**src/rtl/alu_pkg.sv**
```systemverilog
// rtl/alu_pkg.sv - ALU control codes and sequencer state encoding
// Shared with the ALU control stage so both sides agree on the code map.
package alu_pkg;

  typedef enum logic [3:0] {
    CTRL_AND  = 4'd0,
    CTRL_OR   = 4'd1,
    CTRL_NAND = 4'd2,
    CTRL_NOR  = 4'd3,
    CTRL_ADDU = 4'd4,
    CTRL_SUBU = 4'd5,
    CTRL_SLT  = 4'd6,
    CTRL_EQ   = 4'd7,
    CTRL_SRA  = 4'd8,
    CTRL_SRAV = 4'd9,
    CTRL_LUI  = 4'd10,
    CTRL_SLTU = 4'd11
  } alu_ctrl_e;

  typedef enum logic [1:0] {
    ST_IDLE  = 2'd0,
    ST_SHIFT = 2'd1,
    ST_RESP  = 2'd2
  } alu_state_e;

  localparam int unsigned DATA_W  = 32;
  localparam int unsigned SHAMT_W = 5;

  function automatic logic is_shift(input logic [3:0] ctrl);
    return (ctrl == CTRL_SRA) || (ctrl == CTRL_SRAV);
  endfunction

endpackage

```
**src/rtl/alu_comb.sv**
```systemverilog
// rtl/alu_comb.sv - single-cycle ALU evaluation
// Purely combinational; unused codes 12-15 yield zero.
module alu_comb
  import alu_pkg::*;
(
  input  logic [3:0]        ctrl,
  input  logic [DATA_W-1:0] src1,
  input  logic [DATA_W-1:0] src2,
  output logic [DATA_W-1:0] result
);

  logic signed [DATA_W-1:0] src2_s;

  assign src2_s = src2;

  always_comb begin
    result = '0;
    case (ctrl)
      CTRL_AND:  result = src1 & src2;
      CTRL_OR:   result = src1 | src2;
      CTRL_NAND: result = ~(src1 & src2);
      CTRL_NOR:  result = ~(src1 | src2);
      CTRL_ADDU: result = src1 + src2;
      CTRL_SUBU: result = src1 - src2;
      CTRL_SLT:  result = {31'd0, $signed(src1) < $signed(src2)};
      CTRL_EQ:   result = {31'd0, src1 == src2};
      CTRL_SRA,
      CTRL_SRAV: result = src2_s >>> src1[SHAMT_W-1:0];
      CTRL_LUI:  result = {src2[15:0], 16'd0};
      CTRL_SLTU: result = {31'd0, src1 < src2};
      default:   result = '0;
    endcase
  end

endmodule

```
**src/rtl/alu_seq.sv**
```systemverilog
// rtl/alu_seq.sv - handshaked ALU with a bit-serial arithmetic shifter
// Non-shift ops complete in one cycle; shifts by N take N cycles in SHIFT.
module alu_seq
  import alu_pkg::*;
(
  input  logic              clk_i,
  input  logic              rst_i,
  input  logic              req_valid_i,
  output logic              req_ready_o,
  input  logic [3:0]        ctrl_i,
  input  logic [DATA_W-1:0] src1_i,
  input  logic [DATA_W-1:0] src2_i,
  output logic              rsp_valid_o,
  input  logic              rsp_ready_i,
  output logic [DATA_W-1:0] result_o,
  output logic              zero_o,
  output logic              busy_o
);

  alu_state_e               state;
  logic [DATA_W-1:0]        result_q;
  logic [DATA_W-1:0]        shreg;
  logic [SHAMT_W-1:0]       cnt;
  logic                     rsp_valid_q;
  logic                     busy_q;
  logic [DATA_W-1:0]        comb_result;
  logic [DATA_W-1:0]        shift_next;
  logic                     accept;

  alu_comb u_alu_comb (
    .ctrl   (ctrl_i),
    .src1   (src1_i),
    .src2   (src2_i),
    .result (comb_result)
  );

  assign req_ready_o = (state == ST_IDLE) || ((state == ST_RESP) && rsp_ready_i);
  assign accept      = req_valid_i && req_ready_o;
  assign shift_next  = DATA_W'($signed(shreg) >>> 1);

  always_ff @(posedge clk_i) begin
    if (rst_i) begin
      state       <= ST_IDLE;
      rsp_valid_q <= 1'b0;
      busy_q      <= 1'b0;
      result_q    <= '0;
      shreg       <= '0;
      cnt         <= '0;
    end else begin
      case (state)
        ST_IDLE, ST_RESP: begin
          if (accept) begin
            // A zero-amount shift is just a copy, so the combinational path serves it.
            if (is_shift(ctrl_i) && (src1_i[SHAMT_W-1:0] != '0)) begin
              shreg       <= src2_i;
              cnt         <= src1_i[SHAMT_W-1:0];
              state       <= ST_SHIFT;
              busy_q      <= 1'b1;
              rsp_valid_q <= 1'b0;
            end else begin
              result_q    <= comb_result;
              state       <= ST_RESP;
              busy_q      <= 1'b0;
              rsp_valid_q <= 1'b1;
            end
          end else if ((state == ST_RESP) && rsp_ready_i) begin
            state       <= ST_IDLE;
            rsp_valid_q <= 1'b0;
          end
        end
        ST_SHIFT: begin
          shreg <= shift_next;
          cnt   <= cnt - SHAMT_W'(1);
          if (cnt == SHAMT_W'(1)) begin
            result_q    <= shift_next;
            state       <= ST_RESP;
            busy_q      <= 1'b0;
            rsp_valid_q <= 1'b1;
          end
        end
        default: begin
          state       <= ST_IDLE;
          rsp_valid_q <= 1'b0;
          busy_q      <= 1'b0;
        end
      endcase
    end
  end

  assign rsp_valid_o = rsp_valid_q;
  assign busy_o      = busy_q;
  assign result_o    = result_q;
  assign zero_o      = (result_q == '0);

endmodule

```
**config.mk**
```make
export PLATFORM = sky130hd
export DESIGN_NAME = alu_seq
export DESIGN_NICKNAME = d
export VERILOG_FILES = /design/src/rtl/alu_pkg.sv /design/src/rtl/alu_comb.sv /design/src/rtl/alu_seq.sv
export SDC_FILE = /design/constraint.sdc
export NUM_CORES = 1
export LEC_CHECK = 0
export ABC_AREA = 1
export CORE_MARGIN = 3
export CORE_UTILIZATION = 29
export CTS_BUF_LIST = sky130_fd_sc_hd__clkbuf_8
export DETAILED_ROUTE_END_ITERATION = 7
export GPL_TIMING_DRIVEN = 0
export PLACE_DENSITY_LB_ADDON = 0.15
export REMOVE_ABC_BUFFERS = 1
export SYNTH_ARGS = -nofsm -noshare
export SYNTH_HDL_FRONTEND = slang
export SYNTH_SLANG_ARGS = --single-unit
```
**constraint.sdc**
```tcl
create_clock -name clk_i -period 3.5 [get_ports clk_i]
set_input_delay 0.7 -clock clk_i [delete_from_list [all_inputs] [get_ports clk_i]]
set_output_delay 0.7 -clock clk_i [all_outputs]
set_load 0.03 [all_outputs]
```
run_1/closeup.png
Region (83, 83) to (123, 123) um. Cells in gray, sequential cells in the stronger gray; small squares are vias.
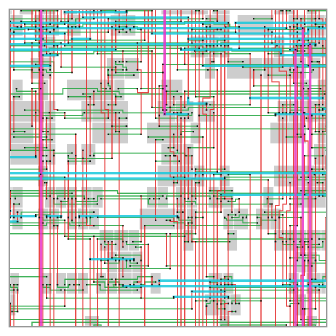
legend:
  magenta:
    layer: M4
  cyan:
    layer: M3
  red:
    layer: M2
  green:
    layer: M1
most frequent: nand2_1 (42), inv_1 (32), ha_1 (13)
sequential cells in the window: 0
cells with their middle in the window: 124

run_1/route_heat.png
Scale bar: 50 um. 21 x 21 tiles, from white (low) to dark blue (high), scaled to the fullest tile. Values are wire area over tile area, all layers added.
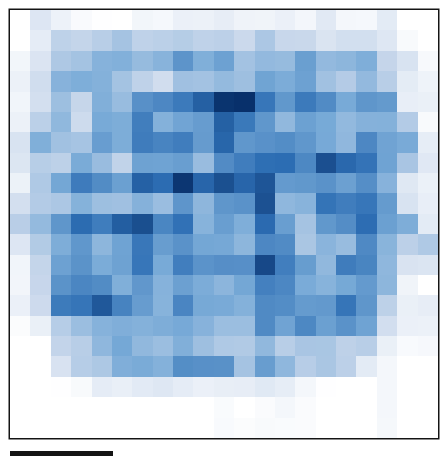
densest ninth of the die: center
mean over tiles: 0.22
fullest tile: 0.59

==> qor.csv, run 1 <==
metric,value,unit
status,"complete, no violations",
fin_crit,3.40,ns
drv_cap,0,
drcViolationCount,0,
vias,14531,
ys_ff,71,
crit_path_top_delay_cell,nor4_1,
place_inst,2723,
relSlewSlack,24.0,%
utilization,34.0,%
warning_count,93,
maxClockFrequency,294,MHz
worst_pin_slew,1.14,ns
dr.pass1.iters,7,
portBuffers,107,
fin_hold_ws,0.474,ns
yosys_most_used_dff,dfxtp_1,
setup_viol,0,
cp-end-kind,primary output,
clkLatencyLatePin,0.37,ns
gr-total-overflow,0,
cp_data_required_time,2.80,ns
yosysChipArea,0.0117,mm2
critical_path_class,flop to primary output,
run_1/clock_nets.png
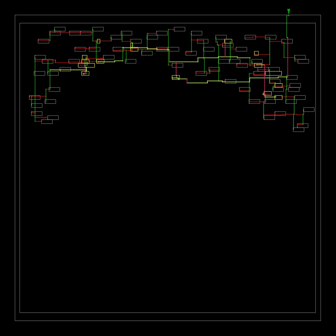
Seq Cell Count: 71
TritonCTS Buffers: 9
CTS Sinks: 71
clock buffer count: 10

==> run 1: cell families (layout without fill, tap and decap cells) <==
logic type,after synthesis,in the layout,synth area share [%]
AND-OR/OR-AND,376,376,17.8
adder cells (fa/ha/maj),103,103,11.2
flip-flops,71,71,12.2
AND/OR/NAND/NOR,1220,1221,44.0
buffers and inverters,429,455,14.5
XOR/XNOR,5,5,0.375
==> run 1: what timing repair did <==
| item | in CTS | in global routing |
|---|---|---|
| pin swaps | 1 | 1 |
| buffers inserted | 2 | 4 |
| endpoints found under the setup margin | 71 | 33 |
| gates cloned | 3 | 1 |
| gates resized | 26 | 38 |
==> run 1: cell usage after synthesis, types with 24 or more instances <==
cell	number	share of area, %
buf_2	55	2.4
nor2_1	144	4.6
inv_1	308	9.9
ha_1	101	11
nor3_1	24	1.0
clkbuf_1	28	0.90
o21ai_0	112	4.8
a31oi_1	34	1.8
a21oi_1	161	6.9
dfxtp_1	71	12
nand3_1	283	12
nand2_1	719	23
o22ai_1	24	1.3
==> run 1: report_power, final <==
| part | total, mW | internal, mW | switching (mW) |
|---|---|---|---|
| clock network | 0.772 | 0.419 | 0.354 |
| registers | 0.910 | 0.864 | 0.0457 |
| logic | 1.89 | 0.583 | 1.30 |
| total | 3.57 | 1.87 | 1.70 |
==> run 1: path summary, 6_finish.rpt <==
path	from	endpoint	slack [ns]	cells past startpoint
worst max-delay path	result_o[4]	zero_o	0.10	4
worst min-delay path	shreg[9]	shreg[9]	0.47	2
worst max register to register	state[0]	shreg[1]	0.33	10
worst min register to register	shreg[9]	shreg[9]	0.47	2
==> run 1: per-stage QoR <==
step,TNS (ns),worst slack [ns]
floorplan,0,0.423
global placement,-121.35,-2.24
detailed placement,-109.29,-2.16
CTS,0,0.00676
global route,-0.0358,-0.0358
finish,0,0.102
==> run 1: layout make-up <==
type / count / area [um2] / area share (%)
clock buffers: 10 / 138 / 1.03
clock inverters: 6 / 85.1 / 0.638
inverters: 323 / 1250 / 9.35
multi-input cells: 1705 / 8650 / 64.9
flip-flops and latches: 71 / 1420 / 10.7
well taps: 518 / 648 / 4.86
repair buffers: 113 / 1130 / 8.49
repair inverters: 3 / 15.0 / 0.113
==> run 1: flip-flops by register name, indices dropped and copies added (netlist names) <==
register / count
result_o: 32
cnt: 5
shreg: 31
state: 2
busy_o: 1
==> run 1: routing by layer <==
layer  vias to the layer above  track usage [%]  share of wire (%)
met3                        83             4.59                8.6
met1                      6631             35.8                 45
met2                       634             38.5                 43
met4                         2             8.52                3.8
met5                         -                0              0.016
li1                       7181                -                  -
==> run 1: worst register-to-register path, delay by kind of cell, from the launching register on <==
kind                   cells  cell delay, ns
AOI/OAI and AO/OA          3            0.56
buffers and inverters      3            0.75
DFF                        1            0.36
and+or+nand+nor            4            1.42
run_1/clock_wires.png
Scale bar: 50 um.
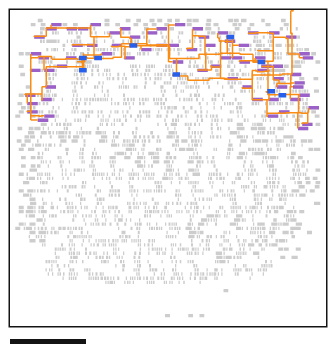

==> run 1 -> run 2 <==
- CORE_MARGIN: 3 -> 2
- SETUP_SLACK_MARGIN: unset -> 0.5
run_2/clock_wires.png
Scale bar: 50 um.
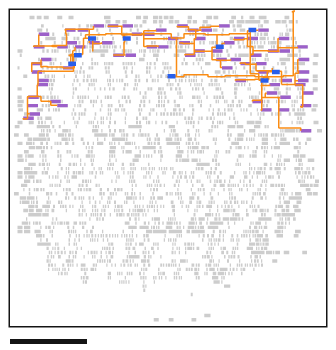
legend:
  blue:
    item: clock-net drivers
    count: 9
  orange:
    item: clock wires
    length: 1,110 um
  purple:
    item: flip-flops
    count: 71
routed clock nets: 10
flops lie: a band across the top

run_2/route_heat.png
Scale bar: 50 um. 20 x 20 tiles, from white (low) to dark blue (high), scaled to the fullest tile. Values are wire area over tile area, all layers added.
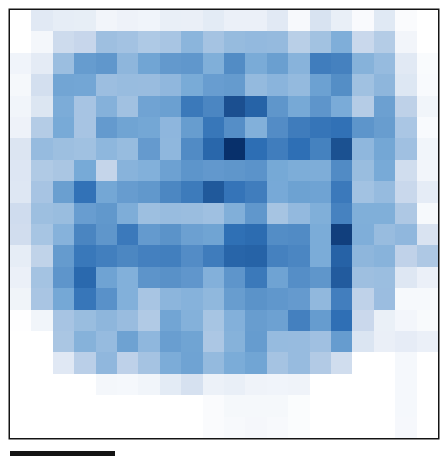
nearly empty tiles: 12%
emptiest ninth of the die: south-east
densest ninth of the die: center
WL/cell: 20.7 um
Post-Route WL: 57,200 um
GRT Util Overall: 26.6%
DR vias: 14.8k

run_2/clock_nets.png
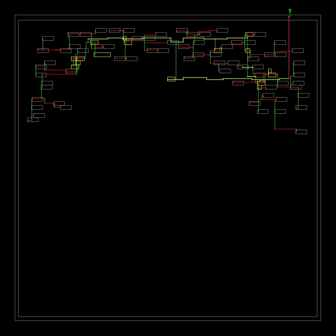
clk_lat worst skew: 0.37 ns
clock skew: 0.0109 ns

==> run 2 against run 1 <==
Effect of this change: combinational power is 6% higher; via count is 1.8% higher; global-route usage is 1.4 points higher; synthesized area stayed put; hold slack better by 0.00097 ns; sequential power is 1% higher; critical path depth is 6 higher; design area is 4.8% higher; highest routed layer unchanged.
==> qor.csv, run 2 <==
metric,value,unit,change
top_cell_area_share,23.1,%,unchanged
ys_cells,2204,,
drv_cap,0,,unchanged
cp-end-kind,flop,,
fin_crit,2.95,ns,-0.445 ns
largest_reg_flops,32,,unchanged
avgSynthCellArea,5.30,um2,
yosysMostFrequentCell,nand2_1,,
yosysTopAreaCell,nand2_1,,
yosys-top-cells-count,"nand2_1 (719), inv_1 (308), nand3_1 (283)",,
syn_inst,2204,,
utilization,35.2,%,+1.1 points
yosysChipArea,0.0117,mm2,unchanged
clock-sinks,71,,unchanged
io_pins,108,,
fill_cells,4619,,
drcViolationCount,0,,unchanged
fp_util,29.4,%,
dr_wl_met2,23900,um,+0.82%
setup_viol,0,,unchanged
worst_pin_slew,0.993,ns,-0.145 ns
maxClockFrequency,339,MHz,+15%
met1_length,26600,um,+6.3%
portBuffers,107,,unchanged
cp_data_required_time,3.75,ns,+0.95 ns
status,"complete, no violations",,
wl_met3,4230,um,-12%
ys_async_sr_fraction,0,%,
crit_path_top_delay_cell,clkdlybuf4s50_1,,
synth.area.top_cells,"nand2_1 (23%), dfxtp_1 (12%), nand3_1 (12%), ha_1 (11%), inv_1 (9.9%)",,
area_delta_synth_final,19.5,%,
yosys_most_used_dff,dfxtp_1,,
cts_buffers,9,,unchanged
warning_count,94,,+1.1%
relSlewSlack,33.7,%,+9.7 points
critical_path_class,primary input to flop,,
ys_ff,71,,unchanged
dr.pass1.iters,6,,-1
top_layer,met5,,
synth_seq_share,12.2,%,
gr-total-overflow,0,,unchanged
rsz0062_at_grt,yes,,
==> run 2: per-stage QoR <==
step | area, um2 | TNS, ns | hold slack (ns) | std cells | setup WS [ns]
after floorplan | 11200 | 0 | 0.439 | 2098 | 0.423
after global placement | 12900 | -126.09 | 0.453 | 2730 | -2.33
after detailed placement | 12900 | -107.25 | 0.461 | 2730 | -2.15
after CTS | 13500 | 0 | 0.474 | 2762 | 0.503
after global routing | 14000 | 0 | 0.495 | 2770 | 0.478
final | 14000 | 0 | 0.475 | 2770 | 0.547
==> run 2: logic make-up after synthesis <==
kind of cell,Yosys count,synth area share (%)
xor+xnor,5,0.375
fa+ha+maj,103,11.2
compound gates,376,17.8
simple gates,1220,44.0
buf+inv,429,14.5
flops,71,12.2
==> run 2: worst paths after layout <==
path / cells after the start / slack (ns) / endpoint / start
max: 10 / 0.55 / result_o[26] / ctrl_i[1]
min reg2reg: 2 / 0.47 / shreg[9] / shreg[9]
min: 2 / 0.47 / shreg[9] / shreg[9]
max reg2reg: 8 / 0.61 / shreg[26] / state[1]
==> run 2: power by group <==
group | total, mW | internal, mW | switching [mW]
Clock | 0.682 | 0.329 | 0.353
Sequential | 0.921 | 0.864 | 0.0563
Combinational | 2.01 | 0.645 | 1.36
==> run 2: layout make-up <==
type,instances,area (um2),share of cell area [%]
Multi-Input combinational cell,1710,9180,65.7
Sequential cell,71,1420,10.2
Inverter,323,1280,9.17
Timing Repair Buffer,121,1210,8.69
Tap cell,525,657,4.70
Clock buffer,9,124,0.886
Clock inverter,7,71.3,0.510
Timing Repair inverter,4,22.5,0.161
==> run 2: what timing repair did <==
item | CTS | global route
setup endpoints to repair | 72 | 69
pin swaps | 5 | 8
gates resized | 134 | 109
setup buffers | 10 | 4
gates cloned | 6 | 4
==> run 2: worst max-delay path: cells and delay by family <==
kind            cells  cell delay (ns)
simple gates        5             1.01
buf+inv             2             0.86
compound gates      3             0.60
==> run 2: routing by layer <==
| layer | vias to the layer above | track usage, % |
|---|---|---|
| li1 | 7217 | - |
| met1 | 6867 | 37.3 |
| met2 | 617 | 40.3 |
| met3 | 89 | 4.69 |
| met4 | 2 | 9.99 |
| met5 | - | 0 |
Power is estimated from default activity; no workload was simulated.
